wires.png
The bar under the picture is 20 um long. Two of the layers only.
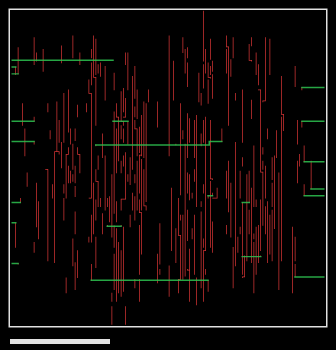
congestion.png
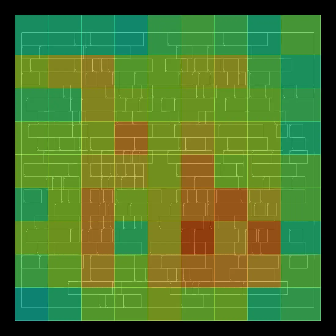
### src/rtl/event_encoder_queue.sv
// Edge-detecting priority encoder: rising edges on d0..d7 become pending events
// that drain, highest line first, into a 4-entry FIFO of 3-bit line codes.
module event_encoder_queue #(
    parameter int DEPTH = 4
) (
    input  logic       clk,
    input  logic       rst_n,
    input  logic       d0,
    input  logic       d1,
    input  logic       d2,
    input  logic       d3,
    input  logic       d4,
    input  logic       d5,
    input  logic       d6,
    input  logic       d7,
    output logic [2:0] y,
    output logic       vld,
    input  logic       rdy,
    output logic       full,
    output logic       merged
);

    logic [7:0] lines;
    logic [7:0] prev_q;
    logic [7:0] pending_q, pending_d;
    logic [2:0] mem_q [0:3];
    logic [1:0] wptr_q, wptr_d;
    logic [1:0] rptr_q, rptr_d;
    logic [2:0] count_q, count_d;
    logic       merged_q, merged_d;

    logic [7:0] rise;
    logic [7:0] clearMask;
    logic [2:0] pushIdx;
    logic       push;
    logic       pop;

    assign lines = {d7, d6, d5, d4, d3, d2, d1, d0};
    assign rise  = lines & ~prev_q;

    // Ascending scan so the highest set pending bit ends up selected.
    always_comb begin
        pushIdx = 3'd0;
        for (int i = 0; i < 8; i++) begin
            if (pending_q[i]) begin
                pushIdx = 3'(i);
            end
        end
    end

    always_comb begin
        push      = (pending_q != 8'd0) && (count_q < 3'(DEPTH));
        pop       = vld && rdy;
        clearMask = push ? (8'd1 << pushIdx) : 8'd0;
        // A fresh rise re-arms a bit even if it is being pushed this cycle.
        pending_d = (pending_q & ~clearMask) | rise;
        merged_d  = |(rise & pending_q & ~clearMask);
        wptr_d    = push ? wptr_q + 2'd1 : wptr_q;
        rptr_d    = pop ? rptr_q + 2'd1 : rptr_q;
        count_d   = count_q;
        case ({push, pop})
            2'b10:   count_d = count_q + 3'd1;
            2'b01:   count_d = count_q - 3'd1;
            default: count_d = count_q;
        endcase
    end

    always_ff @(posedge clk or negedge rst_n) begin
        if (!rst_n) begin
            prev_q    <= 8'd0;
            pending_q <= 8'd0;
            wptr_q    <= 2'd0;
            rptr_q    <= 2'd0;
            count_q   <= 3'd0;
            merged_q  <= 1'b0;
            for (int i = 0; i < 4; i++) begin
                mem_q[i] <= 3'd0;
            end
        end else begin
            prev_q    <= lines;
            pending_q <= pending_d;
            wptr_q    <= wptr_d;
            rptr_q    <= rptr_d;
            count_q   <= count_d;
            merged_q  <= merged_d;
            if (push) begin
                mem_q[wptr_q] <= pushIdx;
            end
        end
    end

    assign vld    = (count_q != 3'd0);
    assign full   = (count_q == 3'(DEPTH));
    assign y      = vld ? mem_q[rptr_q] : 3'd0;
    assign merged = merged_q;

endmodule

### config.mk
export PLATFORM = sky130hd
export DESIGN_NAME = event_encoder_queue
export DESIGN_NICKNAME = d
export VERILOG_FILES = /design/src/rtl/event_encoder_queue.sv
export SDC_FILE = /design/constraint.sdc
export NUM_CORES = 1
export LEC_CHECK = 0
export CAP_MARGIN = 20
export CORE_UTILIZATION = 45
export CTS_BUF_LIST = sky130_fd_sc_hd__clkbuf_16
export DETAILED_ROUTE_END_ITERATION = 10
export PLACE_DENSITY_LB_ADDON = 0.15
export SLEW_MARGIN = 5
export SYNTH_ARGS = -nofsm -noshare
export SYNTH_HDL_FRONTEND = slang
export SYNTH_SLANG_ARGS = --single-unit
export TNS_END_PERCENT = 100
### constraint.sdc
create_clock -name clk -period 2.1 [get_ports clk]
set_input_delay 0.21 -clock clk [delete_from_list [all_inputs] [get_ports clk]]
set_output_delay 0.21 -clock clk [all_outputs]
set_load 0.05 [all_outputs]
==> run summary <==
Physical implementation status

The library cells used most frequently in the layout, excluding fill and tap cells, are dfrtp_1 (36), nand2_1 (14), buf_4 (14). Of the post-synthesis cell area, the dominant cell type holds ~53%. Registers take between 900 and 1000 um2. The fraction of synthesis flops using an asynchronous set or reset pin stands at 100.0%. TritonCTS built the clock tree. Of the total synthesized cell area, the portion taken by XOR and XNOR cells is between 3 and 4%. Yosys reports a chip area of roughly 1700 um2. In this run the critical register-to-register path is captured at count_q[2]. The flow reported a cell area power density of about 1600 nW/um2. The post-place instance area stands at 1942 um2. In this run, the synthesized area fraction spent on adder and majority cells is recorded as approximately 4.9%.

The largest registers in the layout are mem_q x12, pending_q x8, prev_q x8. The average instance area after synthesis stands at 11.27 um2. The flop and latch count out of synthesis stands at 36. The count of flip-flops with a built-in enable after synthesis stands at 0. The launch point of the worst register-to-register path is recorded as pending_q[7]. The initial antenna violation count stands at 0.

Yosys reports that the most numerous cell types are dfrtp_1 (36), nand2_1 (14), inv_1 (13), a21oi_1 (9), a31oi_1 (8). For reference, the critical path is captured by vld. The count of nets left with antenna violations once routing finished came out at 0. Per the synth stats, the flop cell with the highest instance count is dfrtp_1. The repair_antennas step left the layout with diodes totalling 0. The clock period minus worst slack stands at a little over 2000 ps. The floorplan row count stands at 21. Of the total synthesized cell area, the portion taken by AND, OR, NAND and NOR gates is between 10% and 20%. The setup slack at placement stands at roughly 120 ps. Counting the buffers created by CTS gives 5. The instance tally after logic synthesis stands at 151. The area added between synthesis and finish stands at 24.85%.

The run finished with clean final reports. Along the worst path, the maximum fanout reaches 5.
## Picture notes: wires.png
legend:
  red:
    layer: metal 2
    wire_length: 1,620 um
  green:
    layer: metal 3
    wire_length: 120 um
drt total wl: 3098 um
total via count in the routed design: 1,184
Total GRT Usage: 17.58%

## Picture notes: congestion.png
GRT met1 Usage: 20.14%
post-detailed-route wirelength per cell: 13.77 um
fraction of the core area covered by cells at the end of the flow: 61.26%
global-route track usage on met3: 5.435%
most used routing layer: met2

## layer usage
| layer | share of wire, % | vias up | track usage (%) |
|---|---|---|---|
| met3 | 3.9 | 4 | 5.435 |
| li1 | - | 576 | - |
| met2 | 52 | 27 | 31.12 |
| met4 | 1.3 | 0 | 5.114 |
| met5 | 0 | - | 0 |
| met1 | 43 | 577 | 20.14 |
## layout make-up
type / count / area share [%]
clock inverter: 3 / 2.002
tap: 46 / 2.709
timing repair buffer: 26 / 10.60
inverter: 13 / 2.415
multi-input combinational: 96 / 33.98
clock buffer: 5 / 5.889
sequential: 36 / 42.40
## report_power, final
group | total [mW] | switching, mW | internal (mW)
registers | 1.09 | 0.179 | 0.909
clock network | 0.839 | 0.282 | 0.557
logic | 1.45 | 0.827 | 0.625
total | 3.38 | 1.29 | 2.09
Power and IR drop assume default switching activity.
